Figure 1. Metal 2.
Cells faint in the background.
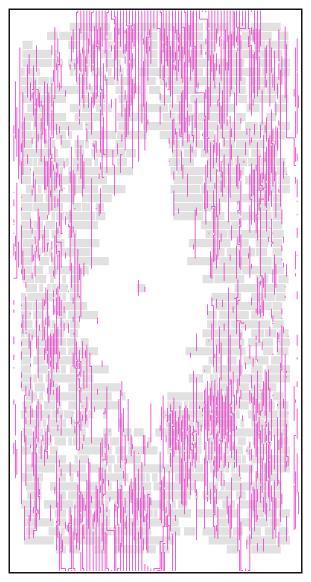
Figure 2. Where the registers sit.
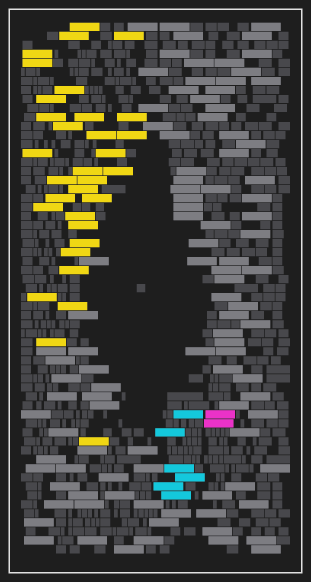
Figure 3. Routing congestion.
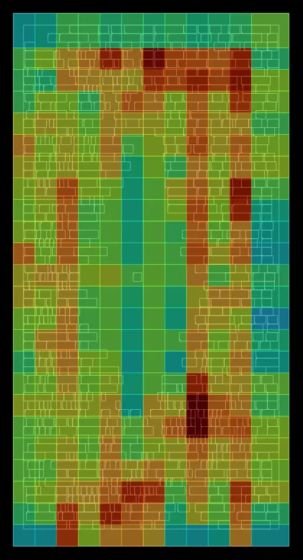
Figure 4. Port wiring.
Scale bar: 20 microns.
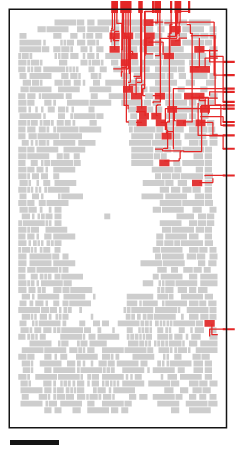
Figure 5. The metal 1 layer.
Supply wires on this layer in grey. Cells faint in the background.
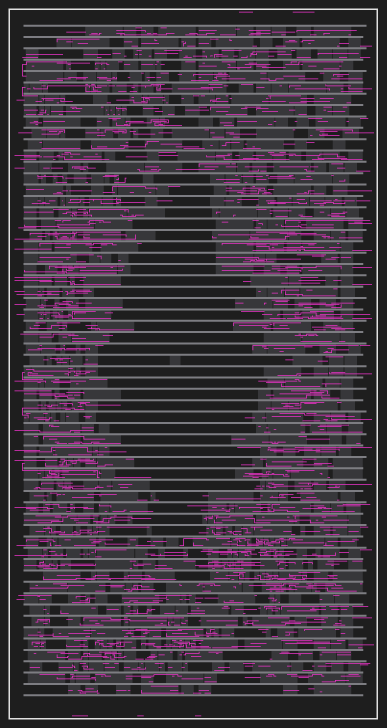
**src/rtl/div_sequencer_pkg.sv**
```systemverilog
// div_sequencer_pkg
// Shared types and constants for the divide sequencer slice.
//   div_state_t            : sequencer FSM state encoding
//   DEFAULT_TIMEOUT_CYCLES : watchdog limit for cycles spent in ISSUE/DRAIN
//   DEFAULT_DATA_WIDTH     : operand/result width
package div_sequencer_pkg;

  localparam int DEFAULT_TIMEOUT_CYCLES = 34;
  localparam int DEFAULT_DATA_WIDTH     = 32;

  typedef enum logic [1:0] {
    IDLE  = 2'd0,
    ISSUE = 2'd1,
    DRAIN = 2'd2,
    DONE  = 2'd3
  } div_state_t;

  // True while a request is outstanding at the divider.
  function automatic logic is_waiting(input div_state_t s);
    return (s == ISSUE) || (s == DRAIN);
  endfunction

endpackage

```
**src/rtl/div_sequencer_if.sv**
```systemverilog
// div_sequencer_if
// Request/response bus between the divide sequencer and the iterative divider.
//   divide_request_valid : request held until divide_result_valid is seen
//   is_signed_input      : 1 = signed divide
//   input1 / input2      : dividend / divisor
//   divide_result        : quotient
//   divide_remain        : remainder
//   divide_result_valid  : quotient/remainder are valid this cycle
// Modports: master = sequencer side, slave = divider side.
interface div_sequencer_if
  import div_sequencer_pkg::*;
#(
  parameter int DATA_WIDTH = DEFAULT_DATA_WIDTH
) ();

  logic                  divide_request_valid;
  logic                  is_signed_input;
  logic [DATA_WIDTH-1:0] input1;
  logic [DATA_WIDTH-1:0] input2;
  logic [DATA_WIDTH-1:0] divide_result;
  logic [DATA_WIDTH-1:0] divide_remain;
  logic                  divide_result_valid;

  modport master (
    output divide_request_valid,
    output is_signed_input,
    output input1,
    output input2,
    input  divide_result,
    input  divide_remain,
    input  divide_result_valid
  );

  modport slave (
    input  divide_request_valid,
    input  is_signed_input,
    input  input1,
    input  input2,
    output divide_result,
    output divide_remain,
    output divide_result_valid
  );

endinterface

```
**src/rtl/div_sequencer_watchdog.sv**
```systemverilog
// div_watchdog
// Counts cycles while the sequencer waits on the divider and flags an abort
// once the wait reaches TIMEOUT_CYCLES.
//   clock         : rising-edge clock
//   reset         : asynchronous active-low reset
//   active        : sequencer is in ISSUE or DRAIN
//   expired       : this is the final permitted waiting cycle (combinational)
//   timeout_error : sticky flag, set when expired, cleared only by reset
module div_watchdog
  import div_sequencer_pkg::*;
#(
  parameter int TIMEOUT_CYCLES = DEFAULT_TIMEOUT_CYCLES
) (
  input  logic clock,
  input  logic reset,
  input  logic active,
  output logic expired,
  output logic timeout_error
);

  localparam int CW = $clog2(TIMEOUT_CYCLES + 1);

  logic [CW-1:0] count;

  // count holds the number of waiting cycles already completed, so the
  // TIMEOUT_CYCLES-th waiting cycle is the one where count == TIMEOUT_CYCLES-1.
  assign expired = active && (count == CW'(TIMEOUT_CYCLES - 1));

  always_ff @(posedge clock or negedge reset) begin
    if (!reset) begin
      count         <= '0;
      timeout_error <= 1'b0;
    end else begin
      if (!active) begin
        count <= '0;
      end else if (!expired) begin
        count <= count + CW'(1);
      end
      if (expired) begin
        timeout_error <= 1'b1;
      end
    end
  end

endmodule

```
**src/rtl/div_sequencer.sv**
```systemverilog
// div_sequencer
// Sequences a DIV/DIVU instruction from the EX stage through a multi-cycle
// divider and writes quotient to LO and remainder to HI.
// Optional feature macro: DIV_ZERO_BYPASS_EN -- a zero divisor skips the
// divider and completes in two cycles with LO = all ones, HI = dividend.
// Ports:
//   clock, reset                 : rising-edge clock, async active-low reset
//   ex_div_valid, ex_div_signed  : EX holds a divide; 1 = DIV, 0 = DIVU
//   ex_src1, ex_src2             : dividend, divisor
//   ex_flush                     : cancel the in-flight EX instruction
//   ex_stall                     : hold the EX stage
//   div_bus                      : divider request/response (master side)
//   hi/lo_write_enable, _data    : HI/LO register file write
//   busy                         : sequencer not idle
//   timeout_error                : sticky watchdog abort flag
module div_sequencer
  import div_sequencer_pkg::*;
#(
  parameter int TIMEOUT_CYCLES = DEFAULT_TIMEOUT_CYCLES,
  parameter int DATA_WIDTH     = DEFAULT_DATA_WIDTH
) (
  input  logic                  clock,
  input  logic                  reset,
  input  logic                  ex_div_valid,
  input  logic                  ex_div_signed,
  input  logic [DATA_WIDTH-1:0] ex_src1,
  input  logic [DATA_WIDTH-1:0] ex_src2,
  input  logic                  ex_flush,
  output logic                  ex_stall,
  div_sequencer_if.master       div_bus,
  output logic                  hi_write_enable,
  output logic                  lo_write_enable,
  output logic [DATA_WIDTH-1:0] hi_write_data,
  output logic [DATA_WIDTH-1:0] lo_write_data,
  output logic                  busy,
  output logic                  timeout_error
);

  div_state_t            state;
  logic                  signed_q;
  logic [DATA_WIDTH-1:0] src1_q;
  logic [DATA_WIDTH-1:0] src2_q;
  logic [DATA_WIDTH-1:0] hi_buf;
  logic [DATA_WIDTH-1:0] lo_buf;
  logic                  request_q;
  logic                  wd_expired;

  div_watchdog #(
    .TIMEOUT_CYCLES(TIMEOUT_CYCLES)
  ) u_watchdog (
    .clock         (clock),
    .reset         (reset),
    .active        (is_waiting(state)),
    .expired       (wd_expired),
    .timeout_error (timeout_error)
  );

  // Main sequencer. The watchdog abort outranks everything else while
  // waiting; a result arriving together with a flush in ISSUE is dropped
  // because the instruction it belongs to has been cancelled.
  always_ff @(posedge clock or negedge reset) begin
    if (!reset) begin
      state     <= IDLE;
      signed_q  <= 1'b0;
      src1_q    <= '0;
      src2_q    <= '0;
      hi_buf    <= '0;
      lo_buf    <= '0;
      request_q <= 1'b0;
    end else begin
      case (state)
        IDLE: begin
          if (ex_div_valid && !ex_flush) begin
            signed_q <= ex_div_signed;
            src1_q   <= ex_src1;
            src2_q   <= ex_src2;
`ifdef DIV_ZERO_BYPASS_EN
            if (ex_src2 == '0) begin
              lo_buf <= '1;
              hi_buf <= ex_src1;
              state  <= DONE;
            end else begin
              request_q <= 1'b1;
              state     <= ISSUE;
            end
`else
            request_q <= 1'b1;
            state     <= ISSUE;
`endif
          end
        end
        ISSUE: begin
          if (wd_expired) begin
            request_q <= 1'b0;
            state     <= IDLE;
          end else if (div_bus.divide_result_valid) begin
            request_q <= 1'b0;
            if (ex_flush) begin
              state <= IDLE;
            end else begin
              lo_buf <= div_bus.divide_result;
              hi_buf <= div_bus.divide_remain;
              state  <= DONE;
            end
          end else if (ex_flush) begin
            state <= DRAIN;
          end
        end
        DRAIN: begin
          if (wd_expired || div_bus.divide_result_valid) begin
            request_q <= 1'b0;
            state     <= IDLE;
          end
        end
        DONE: begin
          state <= IDLE;
        end
        default: begin
          request_q <= 1'b0;
          state     <= IDLE;
        end
      endcase
    end
  end

  // The divider only ever sees latched operands, so EX may change freely.
  assign div_bus.divide_request_valid = request_q;
  assign div_bus.is_signed_input      = signed_q;
  assign div_bus.input1               = src1_q;
  assign div_bus.input2               = src2_q;

  // The write happens in the DONE cycle itself, so a flush arriving in that
  // same cycle must still be able to suppress it.
  assign hi_write_enable = (state == DONE) && !ex_flush;
  assign lo_write_enable = (state == DONE) && !ex_flush;
  assign hi_write_data   = hi_buf;
  assign lo_write_data   = lo_buf;

  assign busy = (state != IDLE);

  // Gated by reset so every output reads zero while reset is held.
  assign ex_stall = reset && ex_div_valid && (state != DONE);

endmodule

```
**src/flat_wrapper.sv**
```systemverilog
// flat-port wrapper written by rule: the top's interface ports become plain ports
module div_sequencer_flat import div_sequencer_pkg::*;
#(
  parameter int TIMEOUT_CYCLES = DEFAULT_TIMEOUT_CYCLES,
  parameter int DATA_WIDTH     = DEFAULT_DATA_WIDTH
)
  (clock, reset, ex_div_valid, ex_div_signed, ex_src1, ex_src2, ex_flush, ex_stall, hi_write_enable, lo_write_enable, hi_write_data, lo_write_data, busy, timeout_error, div_bus_divide_request_valid, div_bus_is_signed_input, div_bus_input1, div_bus_input2, div_bus_divide_result, div_bus_divide_remain, div_bus_divide_result_valid);
  div_sequencer_if #(.DATA_WIDTH(DATA_WIDTH)) div_bus_i ();
  input  logic clock;
  input  logic reset;
  input  logic ex_div_valid;
  input  logic ex_div_signed;
  input  logic [DATA_WIDTH-1:0] ex_src1;
  input  logic [DATA_WIDTH-1:0] ex_src2;
  input  logic ex_flush;
  output logic ex_stall;
  output logic hi_write_enable;
  output logic lo_write_enable;
  output logic [DATA_WIDTH-1:0] hi_write_data;
  output logic [DATA_WIDTH-1:0] lo_write_data;
  output logic busy;
  output logic timeout_error;
  output wire logic [$bits(div_bus_i.divide_request_valid)-1:0] div_bus_divide_request_valid;
  output wire logic [$bits(div_bus_i.is_signed_input)-1:0] div_bus_is_signed_input;
  output wire logic [$bits(div_bus_i.input1)-1:0] div_bus_input1;
  output wire logic [$bits(div_bus_i.input2)-1:0] div_bus_input2;
  input wire logic [$bits(div_bus_i.divide_result)-1:0] div_bus_divide_result;
  input wire logic [$bits(div_bus_i.divide_remain)-1:0] div_bus_divide_remain;
  input wire logic [$bits(div_bus_i.divide_result_valid)-1:0] div_bus_divide_result_valid;
  assign div_bus_divide_request_valid = div_bus_i.divide_request_valid;
  assign div_bus_is_signed_input = div_bus_i.is_signed_input;
  assign div_bus_input1 = div_bus_i.input1;
  assign div_bus_input2 = div_bus_i.input2;
  assign div_bus_i.divide_result = div_bus_divide_result;
  assign div_bus_i.divide_remain = div_bus_divide_remain;
  assign div_bus_i.divide_result_valid = div_bus_divide_result_valid;
  div_sequencer #(.TIMEOUT_CYCLES(TIMEOUT_CYCLES), .DATA_WIDTH(DATA_WIDTH)) u_core (.clock(clock), .reset(reset), .ex_div_valid(ex_div_valid), .ex_div_signed(ex_div_signed), .ex_src1(ex_src1), .ex_src2(ex_src2), .ex_flush(ex_flush), .ex_stall(ex_stall), .div_bus(div_bus_i), .hi_write_enable(hi_write_enable), .lo_write_enable(lo_write_enable), .hi_write_data(hi_write_data), .lo_write_data(lo_write_data), .busy(busy), .timeout_error(timeout_error));
endmodule
```
**config.mk**
```make
export PLATFORM = sky130hd
export DESIGN_NAME = div_sequencer_flat
export DESIGN_NICKNAME = d
export VERILOG_FILES = /design/src/rtl/div_sequencer_pkg.sv /design/src/rtl/div_sequencer_if.sv /design/src/rtl/div_sequencer_watchdog.sv /design/src/rtl/div_sequencer.sv /design/src/flat_wrapper.sv
export SDC_FILE = /design/constraint.sdc
export NUM_CORES = 1
export LEC_CHECK = 0
export ABC_AREA = 1
export ABC_CLOCK_PERIOD_IN_PS = 2200
export CORE_ASPECT_RATIO = 2
export CORE_MARGIN = 3
export CORE_UTILIZATION = 43
export CTS_BUF_LIST = sky130_fd_sc_hd__clkbuf_4
export DETAILED_ROUTE_END_ITERATION = 8
export GPL_ROUTABILITY_DRIVEN = 0
export PLACE_DENSITY = 0.9
export SLEW_MARGIN = 0
export SYNTH_ARGS = -nofsm -noshare
export SYNTH_HDL_FRONTEND = slang
export SYNTH_SLANG_ARGS = --single-unit
export TNS_END_PERCENT = 5
```
**constraint.sdc**
```tcl
create_clock -name clock -period 2.2 [get_ports clock]
set_input_delay 0.55 -clock clock [delete_from_list [all_inputs] [get_ports clock]]
set_output_delay 0.55 -clock clock [all_outputs]
set_load 0.05 [all_outputs]
```
==> results.sh <==
# source this file to load flow results
export IMPL_synth_cells=489
export IMPL_place_hpwl_microns=12220
export IMPL_p_seq_share_pct=30.5
export IMPL_fp_util_pct=44.08
export IMPL_diodes=1
export IMPL_status="completed"
export IMPL_relSlewSlack_pct=50.76
export IMPL_syn_nets=629
export IMPL_worstReg2RegStart="u_core.state[0]"
export IMPL_post_cts_resized=132
export IMPL_grt_max_degree=140
export IMPL_ys_top_cells_by_area="dfrtp_1, mux2_2, o21ai_2"
export IMPL_fin_ws_ns=0.09082
export IMPL_wl_met1_microns=5158
export IMPL_die_w_microns=87.84
export IMPL_top_power_group="combinational cells"
export IMPL_antenna_found_initial=1
export IMPL_die_h_microns=169.7
export IMPL_nFillCells=1007
export IMPL_p_total_mw=14.73
export IMPL_clk_pin_slew_ns=0.13
-- Figure 1 (at the start) --
main direction: vertical
longest straight run: 46.6 microns
met2 GRT Util: 37.02%
final wirelength: 15490 microns
DR vias: 4498

-- Figure 2 (at the start) --
| colour | name in the netlist | sequential cells |
|---|---|---|
| magenta | u_core.state | 2 |
| cyan | u_core.u_watchdog.count | 6 |
| yellow | u_core.lo_write_data | 32 |
not coloured: 99
Seq. pwr: 4.50 mW
Seq area share: 40.02%
sequential cell area: 3478 sq um
final cell utilization of the core: 66.52%

-- Figure 3 (at the start) --
met1 GRT Util: 21.21%
GRT Util Overall: 20.89%
M3 GR Usage: 4.908%
busiest grt layer: met2
Avg WL per Cell: 16.64 microns

-- Figure 4 (at the start) --
| colour | port | bits | direction | edge | end cells | buffers | wire |
|---|---|---|---|---|---|---|---|
| red | ex_src2 | 32 | input | 19 top, 13 right | 32 | 32 | 1120 microns |

-- Figure 5 (at the start) --
wire length on this layer: 5160 microns
share of all routed wire: 33%
longest straight run: 25.3 microns
nets with wire on the layer: 770

Power figures rest on the tool's default switching activity, not on a simulated workload.
